[config.mk]
export PLATFORM = sky130hd
export DESIGN_NAME = fp_add_ctrl
export DESIGN_NICKNAME = d
export VERILOG_FILES = /design/src/rtl/fp_add_ctrl.sv
export SDC_FILE = /design/constraint.sdc
export NUM_CORES = 1
export LEC_CHECK = 0
export CAP_MARGIN = 20
export CORE_UTILIZATION = 45
export CTS_CLUSTER_DIAMETER = 50
export DETAILED_ROUTE_END_ITERATION = 16
export PLACE_DENSITY_LB_ADDON = 0.05
export SLEW_MARGIN = 15
export SYNTH_ARGS = -nofsm -noshare
export SYNTH_HDL_FRONTEND = slang
export SYNTH_SLANG_ARGS = --single-unit
[constraint.sdc]
create_clock -name clk -period 4.96 [get_ports clk]
set_clock_uncertainty 0.05 [all_clocks]
set_input_delay 0.992 -clock clk [delete_from_list [all_inputs] [get_ports clk]]
set_output_delay 0.992 -clock clk [all_outputs]
set_load 0.005 [all_outputs]
[src/rtl/fp_add_ctrl.sv]
// Sequencing controller for a floating-point adder datapath: exponent compare,
// mantissa alignment, add, and normalization with overflow/underflow detection.
module fp_add_ctrl #(
  parameter int unsigned MAX_ALIGN = 24
) (
  input  logic       clk,
  input  logic       clear,
  input  logic       start,
  input  logic [7:0] exp_a,
  input  logic [7:0] exp_b,
  input  logic       sum_carry,
  input  logic       norm_msb,
  input  logic       norm_zero,
  output logic       busy,
  output logic       done,
  output logic       swap,
  output logic       align_load,
  output logic       align_shift,
  output logic       align_clear,
  output logic       norm_load,
  output logic       norm_shift_r,
  output logic       norm_shift_l,
  output logic [7:0] exp_out,
  output logic       overflow,
  output logic       underflow
);

  typedef enum logic [2:0] {IDLE, LOAD, ALIGN, ADD, NORM, DONE} state_t;

  localparam logic [7:0] MAX_CNT = 8'(MAX_ALIGN);

  state_t     state;
  logic [7:0] exp_reg;
  logic [7:0] cnt;
  logic       carry_q;
  logic       clear_q;

  logic       b_gt_a;
  logic [7:0] diff;
  logic [7:0] cnt_init;

  always_comb begin
    b_gt_a   = exp_b > exp_a;
    diff     = b_gt_a ? (exp_b - exp_a) : (exp_a - exp_b);
    cnt_init = (diff > MAX_CNT) ? MAX_CNT : diff;
  end

  assign busy    = (state != IDLE);
  assign exp_out = exp_reg;

  always_ff @(posedge clk) begin
    clear_q <= clear;
    if (clear) begin
      state        <= IDLE;
      exp_reg      <= '0;
      cnt          <= '0;
      carry_q      <= 1'b0;
      swap         <= 1'b0;
      overflow     <= 1'b0;
      underflow    <= 1'b0;
      done         <= 1'b0;
      align_load   <= 1'b0;
      align_shift  <= 1'b0;
      align_clear  <= 1'b0;
      norm_load    <= 1'b0;
      norm_shift_r <= 1'b0;
      norm_shift_l <= 1'b0;
    end else begin
      done         <= 1'b0;
      align_load   <= 1'b0;
      align_shift  <= 1'b0;
      align_clear  <= 1'b0;
      norm_load    <= 1'b0;
      norm_shift_r <= 1'b0;
      norm_shift_l <= 1'b0;
      case (state)
        IDLE: begin
          // The first edge after clear only flushes the aligner; start waits.
          if (clear_q) begin
            align_clear <= 1'b1;
          end else if (start) begin
            swap       <= b_gt_a;
            exp_reg    <= b_gt_a ? exp_b : exp_a;
            cnt        <= cnt_init;
            overflow   <= 1'b0;
            underflow  <= 1'b0;
            align_load <= 1'b1;
            state      <= LOAD;
          end
        end
        LOAD: begin
          if (cnt != '0) begin
            align_shift <= 1'b1;
            state       <= ALIGN;
          end else begin
            norm_load <= 1'b1;
            state     <= ADD;
          end
        end
        ALIGN: begin
          // Strobes are set one edge ahead, so the ALIGN dwell equals cnt.
          cnt <= cnt - 8'd1;
          if (cnt == 8'd1) begin
            norm_load <= 1'b1;
            state     <= ADD;
          end else begin
            align_shift <= 1'b1;
          end
        end
        ADD: begin
          carry_q <= sum_carry;
          state   <= NORM;
        end
        NORM: begin
          if (carry_q) begin
            carry_q      <= 1'b0;
            norm_shift_r <= 1'b1;
            if (exp_reg >= 8'd254) begin
              exp_reg  <= 8'd255;
              overflow <= 1'b1;
            end else begin
              exp_reg <= exp_reg + 8'd1;
            end
            done  <= 1'b1;
            state <= DONE;
          end else if (norm_zero) begin
            exp_reg <= '0;
            done    <= 1'b1;
            state   <= DONE;
          end else if (norm_msb) begin
            done  <= 1'b1;
            state <= DONE;
          end else if (exp_reg <= 8'd1) begin
            exp_reg   <= '0;
            underflow <= 1'b1;
            done      <= 1'b1;
            state     <= DONE;
          end else begin
            norm_shift_l <= 1'b1;
            exp_reg      <= exp_reg - 8'd1;
          end
        end
        DONE: state <= IDLE;
        default: state <= IDLE;
      endcase
    end
  end

endmodule

**Run 1: where the registers sit**

Bar = 20 µm. Other sequential cells in the stronger gray, the rest of the logic in the fainter gray.
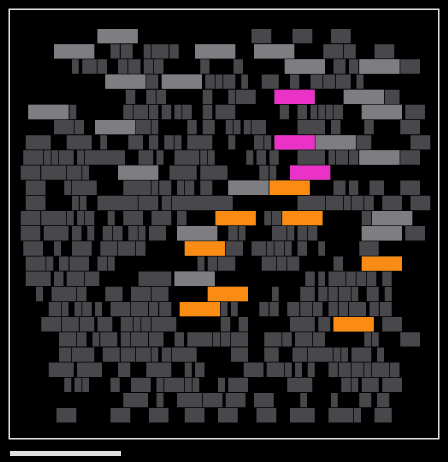
Key: magenta = state [flops 3]; orange = exp_out [flops 8]
Another 20 sequential cells are not colored.
final cell utilization of the core: 58.4%
flop share of the area: 20.3%

**Run 1: placement density heat map**

Bar = 20 µm. The die is cut into 8 by 8 equal tiles; dark purple is low, yellow is high, 0 to 100% covered.
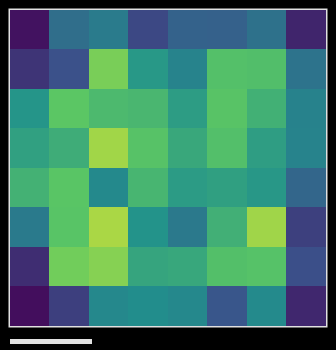
9.4% of the tiles are over 75% full. The mean over all tiles is 50%. The emptiest ninth of the die: upper left.
area of the core: 0.00524 mm²
Initial Util: 48.0%

==> flow_metrics.tcl, run 1 <==
# metrics dict for downstream scripts
set metrics [dict create \
    run_status "complete, no violations" \
    detailedRoute.firstPassIterationCount 4 \
    netlist_top_cells_area "dfxtp_1 (25%), ha_1 (10%), a21oi_1 (7.4%)" \
    critPathCaptureType "register" \
    synth.mux.area_fraction_pct 2.39 \
    critical_path.startpoint "exp_a[5]" \
    chipHeight_um 76.8 \
    area_growth_synth_to_finish_pct 21.6 \
    final.setup.tns_ns 0 \
    hpwl_mm 4.54 \
    syn_area_per_cell_um2 7.42 \
    postSynthCellCount 339 \
    num-nets-final 416 \
    via_per_inst 5.55 \
    min_to "cnt[7]" \
    cts_repair_resize_count 0 \
    critical_path_cell_count 11 \
    async_flop_share_pct 0 \
    top_area_cell "dfxtp_1" \
    timing.critical_path.slowest_stage_cell "o21ai_2" \
    synth.cellmix.simpleShare_pct 27.7 \
    clock_net_power_mw 0.257 \
    synth-compound-area-share_pct 22.6 \
    timing.rr.start "exp_out[0]" \
    critical_path.startpoint_type "input pin" \
    maxClockFrequency_mhz 240 \
    ant_nets 0 \
    common_cells "a21oi_1 (37), nor2_1 (37), dfxtp_1 (31), nor3_1 (27), inv_1 (25)" \
    grt_antenna_before_repair 0 \
    power_top_consumer "combinational cells" \
    timing.setup.critical_path_class "in -> reg" \
    finalWeightedCongestion 0.835 \
    yosys.cell_types.count 55 \
    synth.ff_latch_count 31 \
    cp_common_cell "a21oi_1" \
    final_layout_size_suffix_gt1_share_pct 4.57 \
    clkTransAtPathRegs_ns 0.07 \
    timing.hold.ws_ns 0.430 \
    net_switching_component_of_the_power_mw 0.514 \
    timing.hold.worst.class "reg -> reg" \
    floorplan.rows 26 \
    tool_warnings 37 \
    combPwrFrac_pct 48.7 \
    synth-main-ff-cell "dfxtp_1" \
    max-clock-path-buffers 2 \
    fa_ha_area_share_pct 12.0 \
    cts_tree "done" \
    io_buffers 40 \
    clock_latency_ns 0.28 \
    tritoncts_num_sinks 31 \
    finish.cell_count_without_fillers 442 \
    ys_chip_area_mm2 0.00252 \
    synth_stat.cells 339 \
    worst-endpoint-required_ns 5.11 \
    die_w_um 76.8 \
    timing.critical_path.buf_inv 2 \
    path_delay_family "AND-OR/OR-AND gates" \
    ys_top_logic_family "simple AND/OR/NAND/NOR gates" \
    antenna_cells 0 \
    tightestPinTransition_ns 1.06 \
    leakage_nw 1.24 \
    drc 0 \
    max_cap_violations 0 \
    leading_cell_types_in_the_layout_fill_and_taps_excluded "clkdlybuf4s50_1 (40), a21oi_1 (37), nor2_1 (37)" \
    die_area_mm2 0.00589 \
    holdPathStages 2 \
    top_level_ports 41 \
    worst_path_largest_cell_delay_ns 0.72 \
    pwr.group.sequential_mw 0.395 \
    htree_num_levels 2 \
    clock_buffer_count_from_cts 5 \
    crit_path_cell_trace "clkdlybuf4s50_1 -> inv_1 -> ha_1 -> a21oi_1 -> o21ai_1 -> o21ai_2 -> mux2i_1 -> xor2_1 -> nand4_2 -> or4b_1 -> a21oi_1" \
    seq_area_frac_synth_pct 24.7 \
    yosysTopAreaCellShare_pct 24.7 \
    regToRegEndpoint "exp_out[3]" \
    totalWireLength_mm 6.11 \
    maximum_number_of_pins_on_one_net_before_global_route_repair 33 \
    num_vias 2454 \
    grt_setup_unrepaired "false" \
    worst_setup_path_endpoint "cnt[0]" \
    grt_first_pass_wirelength_mm 10.0 \
    detailed_place.area_mm2 0.00294 \
    syn-num-nets 384 \
    critical_path_maximum_fanout 22 \
    grt_remaining_overflow 0 \
    worst_ir_drop_vdd_uv 185 \
    holdCritStartpoint "cnt[7]" \
    synth_area_mm2 0.00252 \
    relSlewSlack_pct 28.1 \
    layout.cell_area.non_filler_mm2 0.00306 \
    post_cts_hold_buffer_count 0 \
    post_synth_xor_area_fraction_pct 4.13 \
    arrival_ns 4.31 \
    cell_internal_pwr_mw 0.758 \
    pwr_density_cell_mw_per_mm2 416 \
    switching_share_of_total_power_pct 40.4 \
    count_of_library_flops_with_an_enable_pin 0 \
    gr-usage-all-layers_pct 21.1 \
    power.clock.fraction_pct 20.2 \
    fin_crit_ns 4.16 \
    drt-initial-drc-count 186 \
    ys_warn_count 0 \
    final_slew_viol_count 0 \
    fin_crit_sh_pct 83.9 \
    power_combinational_mw 0.620 \
    reg2regPathDepth 10 \
    via_count_of_the_first_global_routing_pass 2154 \
    finalSetupViolations 0 \
    detail_route.wl_per_cell_um 13.8 \
    clock_tree.root_cell "clkbuf_8" \
    final_layout_top_logic_cell "clkdlybuf4s50_1" \
    place_inst 434 \
    reg2reg_setup_slack_ns 2.22 \
    cts_post_setup_buffers_inserted 0 \
    report.power.total_mw 1.27 \
    seq_power_share_pct 31.0 \
]
**Run 1: signal metal coverage by tile**

The die is cut into 15 by 15 equal tiles; dark purple is low, yellow is high, scaled to the fullest tile. Values are wire area over tile area, all layers added.
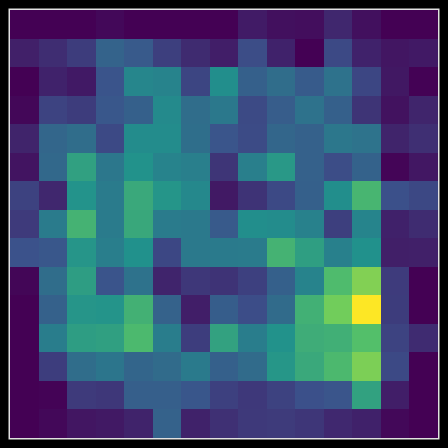
16% of the tiles are over half the peak. The fullest tile reaches 0.57. The mean over all tiles is 0.16. 12% of the tiles are nearly empty.

run 1: routing by layer:
metal | up-vias | GRT usage, % | part of all wire [%] | wire [µm]
met2 | 49 | 35.0 | 48 | 2920
met4 | 0 | 4.42 | 0.87 | 53
li1 | 1278 | - | - | -
met1 | 1121 | 28.5 | 48 | 2960
met5 | - | 0 | 0 | 0
met3 | 6 | 3.69 | 3.0 | 182
run 1: through the flow:
step           worst slack (ns)  util [%]
6_report                  0.799      58.4
5_1_grt                   0.544      58.4
4_1_cts                   0.828      58.4
3_5_place_dp              0.537      56.2
3_3_place_gp              0.651      56.2
2_1_floorplan              1.46         -
run 1: cell type report:
class                   count  area, µm²
clock inverters             2       35.0
well taps                  70       87.6
flip-flops and latches     31        621
fillers                   506       2180
clock buffers               6       82.6
multi-input cells         267       1730
inverters                  25       93.8
repair buffers             41        408
**Run 1: clock routing**

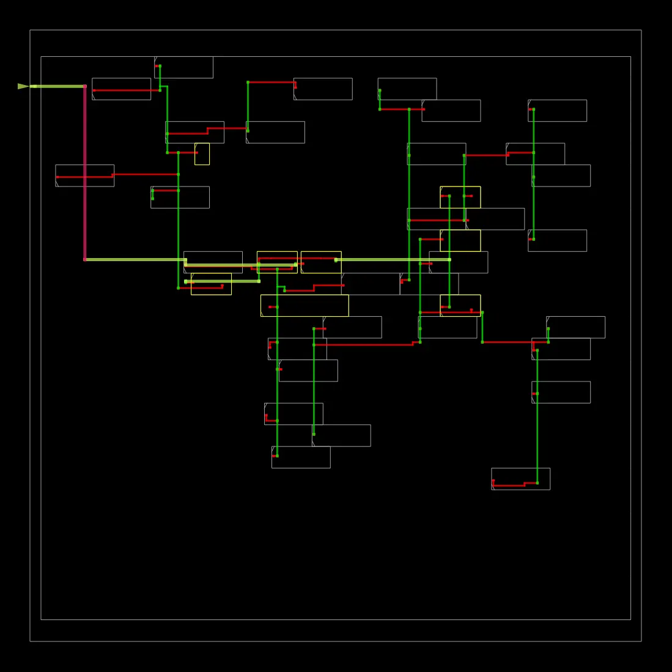

==> run 2: changes to the inputs <==
==> constraint.sdc (replaced) <==
create_clock -name clk -period 4.2 [get_ports clk]
set_clock_uncertainty 0.05 [all_clocks]
set_input_delay 0.84 -clock clk [delete_from_list [all_inputs] [get_ports clk]]
set_output_delay 0.84 -clock clk [all_outputs]
set_load 0.005 [all_outputs]
**Run 2: clock routing**

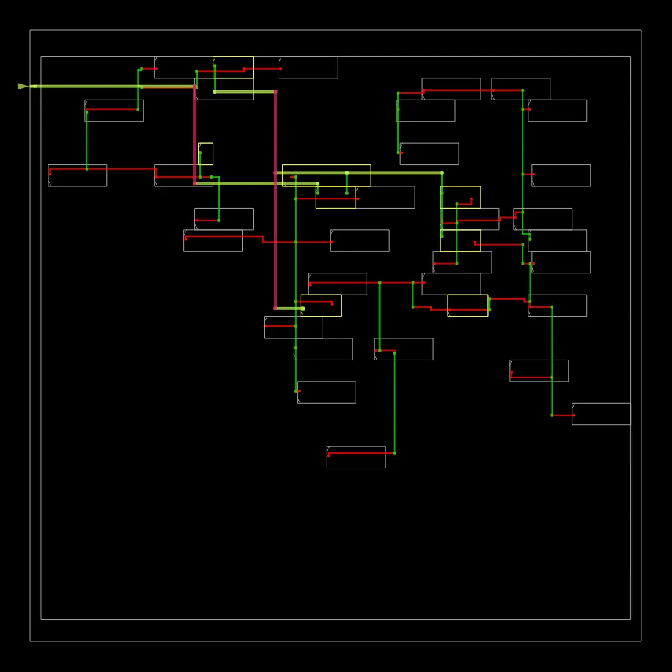
source-to-sink clock delay at the later pin of the worst-skew pair: 0.29 ns
Clock Buffer Count: 6
clock buffer count from CTS: 5
clock network power consumption: 0.308 mW
clock sinks: 31

==> run 2 against run 1 <==
Against the previous run: sequential power increased by 18%; final area rose by 0.49%; non-clock buffer count is 2 higher; critical path depth grew 1; via count rose by 2.0%; clock power increased by about 20%; die size unchanged; utilization increased by 0.29 points; highest routed layer unchanged; combinational power is 19% higher; flip-flop count unchanged; wire length is 1.3% higher.
==> flow_metrics.tcl, run 2 <==
# metrics dict for downstream scripts
set metrics [dict create \
    synth_area_mm2 0.00252 \
    yosys.cell_types.count 55 \
    wl_met2_mm 3.00 \
    m1WireLength_mm 2.90 \
    fin_crit_sh_pct 90.6 \
    post_synth_xor_area_fraction_pct 4.13 \
    count_of_library_flops_with_an_enable_pin 0 \
    via_per_inst 5.64 \
    num-nets-final 418 \
    antenna_cells 0 \
    clock_tree.root_cell "clkbuf_8" \
    setup_ws_ns 0.397 \
    ys_warn_count 0 \
    via_count_of_the_first_global_routing_pass 2194 \
    gr-usage-all-layers_pct 21.6 \
    area_dominant_class "multi-input combinational cells" \
    grt_first_pass_wirelength_mm 10.4 \
    floorplan.rows 26 \
    relSlewSlack_pct 30.6 \
    finalSetupViolations 0 \
    top_layer_used "met4" \
    ys_top_logic_family "simple AND/OR/NAND/NOR gates" \
    synth_stat.cells 339 \
    top_level_ports 41 \
    final_slew_viol_count 0 \
    tightestPinTransition_ns 1.03 \
    hpwl_mm 4.68 \
    nWellTaps 70 \
    critical_path.startpoint_type "input pin" \
    place_worst_setup_slack_ns 0.147 \
    cts_post_setup_buffers_inserted 0 \
    use_met2_pct 37.1 \
    final_layout_size_suffix_gt1_share_pct 5.08 \
    min_to "cnt[7]" \
    synth.ff_latch_count 31 \
    chipHeight_um 76.8 \
    leading_cell_types_in_the_layout_fill_and_taps_excluded "clkdlybuf4s50_1 (40), a21oi_1 (37), nor2_1 (37)" \
    logic_area_mm2 0.00173 \
    synth-main-ff-cell "dfxtp_1" \
    drt-initial-drc-count 152 \
    seq_area_frac_synth_pct 24.7 \
    met3_routed_wl_um 241 \
    top_area_cell "dfxtp_1" \
    timing.rr.start "exp_out[0]" \
    syn_area_per_cell_um2 7.42 \
    totalWireLength_mm 6.20 \
    reg2regPathDepth 10 \
    holdCritStartpoint "cnt[7]" \
    critical_path_maximum_fanout 12 \
    postSynthCellCount 339 \
    num-fill-cells 492 \
    clkTransAtPathRegs_ns 0.07 \
    critPathCaptureType "register" \
    switching_share_of_total_power_pct 40.5 \
    maximum_number_of_pins_on_one_net_before_global_route_repair 27 \
    cell_internal_pwr_mw 0.897 \
    initCoreUtil_pct 48.0 \
    power.clock.fraction_pct 20.4 \
    report.power.total_mw 1.51 \
    net_switching_component_of_the_power_mw 0.611 \
    regToRegEndpoint "exp_out[3]" \
    fin_crit_ns 3.80 \
    arrival_ns 3.97 \
    timing.hold.ws_ns 0.430 \
    die_area_mm2 0.00589 \
    detailedRoute.firstPassIterationCount 4 \
    place_inst 436 \
    htree_num_levels 2 \
    yosysTopAreaCellShare_pct 24.7 \
    final_cell_utilization_of_the_core_pct 58.7 \
    inverters 25 \
    worst-endpoint-required_ns 4.36 \
    drc 0 \
    final_layout_top_logic_cell "clkdlybuf4s50_1" \
    netlist_top_cells_area "dfxtp_1 (25%), ha_1 (10%), a21oi_1 (7.4%)" \
    detailed_place.area_mm2 0.00296 \
    pwr_density_cell_mw_per_mm2 491 \
    core_area_mm2 0.00524 \
    synth.mux.area_fraction_pct 2.39 \
    combPwrFrac_pct 48.7 \
    common_cells "a21oi_1 (37), nor2_1 (37), dfxtp_1 (31), nor3_1 (27), inv_1 (25)" \
    critical_path.startpoint "exp_b[0]" \
    worst_setup_path_endpoint "cnt[0]" \
    top_usage_layer "met2" \
    seq_power_share_pct 30.9 \
    clock_network_area_fraction_pct 3.82 \
    timing.setup.critical_path_class "in -> reg" \
    ys_chip_area_mm2 0.00252 \
    detail_route.wl_per_cell_um 14.0 \
    n_multi_input_combinational_cell 267 \
    area_growth_synth_to_finish_pct 22.2 \
    io_buffers 40 \
    finish.cell_count_without_fillers 444 \
    post_cts_hold_buffer_count 0 \
    reg2reg_setup_slack_ns 1.49 \
    groute.layer.met1.usage_pct 28.5 \
    max-clock-path-buffers 2 \
    cts_repair_resize_count 0 \
    leakage_nw 1.25 \
    grt_setup_unrepaired "false" \
    max_cap_violations 0 \
    final.signal_buffer_count 43 \
    grt_antenna_before_repair 0 \
    synth-compound-area-share_pct 22.6 \
    layout.cell_area.non_filler_mm2 0.00308 \
    final.setup.tns_ns 0 \
    syn-num-nets 384 \
    layout.nonclk_buf_share_pct 13.8 \
    worst_ir_drop_vdd_uv 234 \
    tool_warnings 37 \
    use_met3_pct 3.21 \
    grt_remaining_overflow 0 \
    maxClockFrequency_mhz 263 \
    num_vias 2502 \
    die_w_um 76.8 \
    timing.hold.worst.class "reg -> reg" \
    seqAreaFraction_pct 20.2 \
    holdPathStages 2 \
    hold_violations 0 \
    combAreaFraction_pct 56.3 \
    run_status "complete, no violations" \
    synth.cellmix.simpleShare_pct 27.7 \
    ant_nets 0 \
    seqCellArea_um2 621 \
    fa_ha_area_share_pct 12.0 \
    finalWeightedCongestion 0.826 \
    cts_tree "done" \
    async_flop_share_pct 0 \
    seq_cell_count 31 \
]
-- run 2: cell counts after synthesis --
No cell type changed its count.
-- run 2: power groups by stage --
stage / Combinational [mW] / Clock, mW / Sequential (mW)
after detailed placement: 0.725 / 0 / 0.471
after global routing: 0.826 / 0.328 / 0.483
after global placement: 0.725 / 0 / 0.469
after floorplan: 0.557 / 0 / 0.429
after CTS: 0.731 / 0.313 / 0.464
final: 0.735 / 0.308 / 0.466
-- run 2: critical path, cell delays in order --
cell and delay, ns:
clkdlybuf4s50_1 0.52, inv_1 0.06, ha_1 0.21, fa_1 0.42, nand3b_1 0.20, a21oi_1 0.25, o21ai_2 0.20, a311oi_1 0.32
or3_1 0.17, nand4_2 0.13, or4b_1 0.52, a21oi_1 0.13
**Run 2: metal layers overlaid**

Only two layers are drawn.
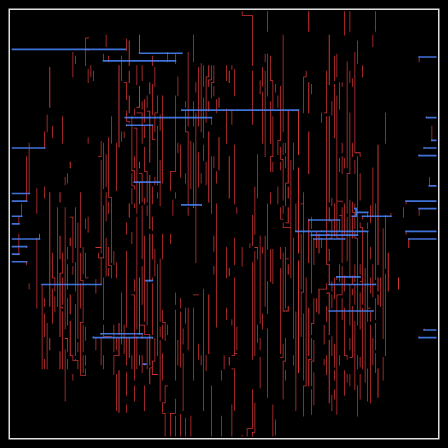

==> run 3: changes to the inputs <==
--- a/config.mk
+++ b/config.mk
@@ -10,6 +10,7 @@
 export CTS_CLUSTER_DIAMETER = 50
 export DETAILED_ROUTE_END_ITERATION = 16
 export PLACE_DENSITY_LB_ADDON = 0.05
+export SETUP_SLACK_MARGIN = 0.5
 export SLEW_MARGIN = 15
 export SYNTH_ARGS = -nofsm -noshare
 export SYNTH_HDL_FRONTEND = slang
**Run 3: metal layers overlaid**

Only two layers are drawn.
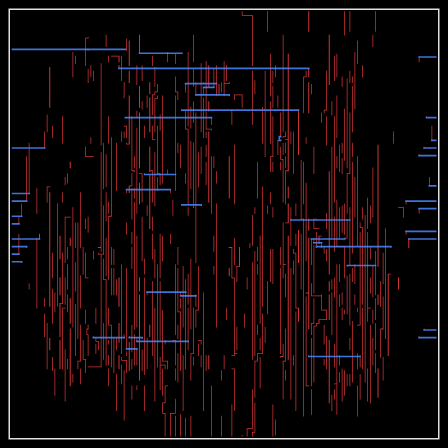
Key: red = M2 [wire length 3080 µm]; blue = M3 [wire length 263 µm]
average wire per standard cell: 14.1 µm
Routed WL: 6.35 mm
number of vias in the routed layout: 2531

==> run 3 against run 2 <==
Against the previous run: clock power about the same; hold slack hardly changed; first-iteration DRC count down 7.2%; synthesized area did not move; die size unchanged.
==> flow_metrics.tcl, run 3 <==
# metrics dict for downstream scripts
set metrics [dict create \
    die_w_um 76.8 \
    arrival_ns 3.67 \
    clock_net_power_mw 0.308 \
    wl_met2_mm 3.08 \
    pwr_density_cell_mw_per_mm2 480 \
    num-nets-final 424 \
    fin_crit_sh_pct 83.4 \
    worst_setup_path_endpoint "cnt[0]" \
    syn-num-nets 384 \
    min_to "cnt[7]" \
    gr-usage-all-layers_pct 22.0 \
    ys_top_logic_family "simple AND/OR/NAND/NOR gates" \
    power.clock.fraction_pct 20.1 \
    io_buffers 40 \
    tritoncts_num_sinks 31 \
    syn_area_per_cell_um2 7.42 \
    synth-main-ff-cell "dfxtp_1" \
    antenna_cells 0 \
    grt_antenna_before_repair 0 \
    path_delay_family "simple AND/OR/NAND/NOR gates" \
    post_synth_xor_area_fraction_pct 4.13 \
    m1WireLength_mm 2.97 \
    critical_path.startpoint "exp_a[0]" \
    maxClockFrequency_mhz 285 \
    use_met2_pct 38.1 \
    reg2regPathDepth 10 \
    top_level_ports 41 \
    htree_num_levels 2 \
    cts_post_setup_buffers_inserted 0 \
    ant_nets 0 \
    synth.ff_latch_count 31 \
    num-fill-cells 475 \
    pwr.group.sequential_mw 0.466 \
    worst-endpoint-required_ns 4.36 \
    drc 0 \
    hpwl_mm 4.68 \
    initCoreUtil_pct 48.0 \
    count_of_library_flops_with_an_enable_pin 0 \
    logic_area_mm2 0.00179 \
    critPathCaptureType "register" \
    clock_tree.root_cell "clkbuf_8" \
    layout.cell_area.non_filler_mm2 0.00318 \
    yosysTopAreaCellShare_pct 24.7 \
    power_top_consumer "combinational cells" \
    cell_internal_pwr_mw 0.910 \
    post_cts_hold_buffer_count 0 \
    drt-initial-drc-count 141 \
    final.setup.tns_ns 0 \
    tool_warnings 37 \
    grt_remaining_overflow 0 \
    seqCellArea_um2 621 \
    top_area_cell "dfxtp_1" \
    seq_area_frac_synth_pct 24.7 \
    run_status "complete, no violations" \
    leakage_nw 1.30 \
    clock_latency_ns 0.29 \
    final_cell_utilization_of_the_core_pct 60.8 \
    synth-compound-area-share_pct 22.6 \
    place_inst 436 \
    synth_stat.cells 339 \
    finalWeightedCongestion 0.826 \
    groute.layer.met1.usage_pct 28.8 \
    postSynthCellCount 339 \
    ys_warn_count 0 \
    detailed_place.area_mm2 0.00296 \
    die_area_mm2 0.00589 \
    tightestPinTransition_ns 0.938 \
    detailedRoute.firstPassIterationCount 5 \
    hold_violations 0 \
    relSlewSlack_pct 36.6 \
    power_combinational_mw 0.753 \
    grt_first_pass_wirelength_mm 10.6 \
    common_cells "a21oi_1 (37), nor2_1 (37), dfxtp_1 (31), nor3_1 (27), inv_1 (25)" \
    leading_cell_types_in_the_layout_fill_and_taps_excluded "clkdlybuf4s50_1 (38), nor2_1 (37), a21oi_1 (35)" \
    holdCritStartpoint "cnt[7]" \
    clkTransAtPathRegs_ns 0.06 \
    use_met3_pct 3.21 \
    final_layout_top_logic_cell "clkdlybuf4s50_1" \
    netlist_top_cells_area "dfxtp_1 (25%), ha_1 (10%), a21oi_1 (7.4%)" \
    via_count_of_the_first_global_routing_pass 2216 \
    yosys.cell_types.count 55 \
]
## run 3: cell counts after synthesis
Identical to the previous run, type by type.
## run 3: area by class of cell
class / count / share of cell area (%)
Multi-Input combinational cell: 267 / 56.1
Sequential cell: 31 / 19.5
Timing Repair Buffer: 49 / 15.0
Inverter: 25 / 2.95
Tap cell: 70 / 2.75
Clock buffer: 6 / 2.59
Clock inverter: 2 / 1.10
## run 3: stage by stage
step	total power, mW	hold WS [ns]	setup slack [ns]
after floorplan	0.985	0.401	0.854
after global placement	1.19	0.419	0.242
after detailed placement	1.20	0.426	0.147
after CTS	1.51	0.435	0.519
after global routing	1.66	0.448	0.499
final	1.53	0.430	0.697
No activity file was given, so power comes from the tool's default toggle rates.
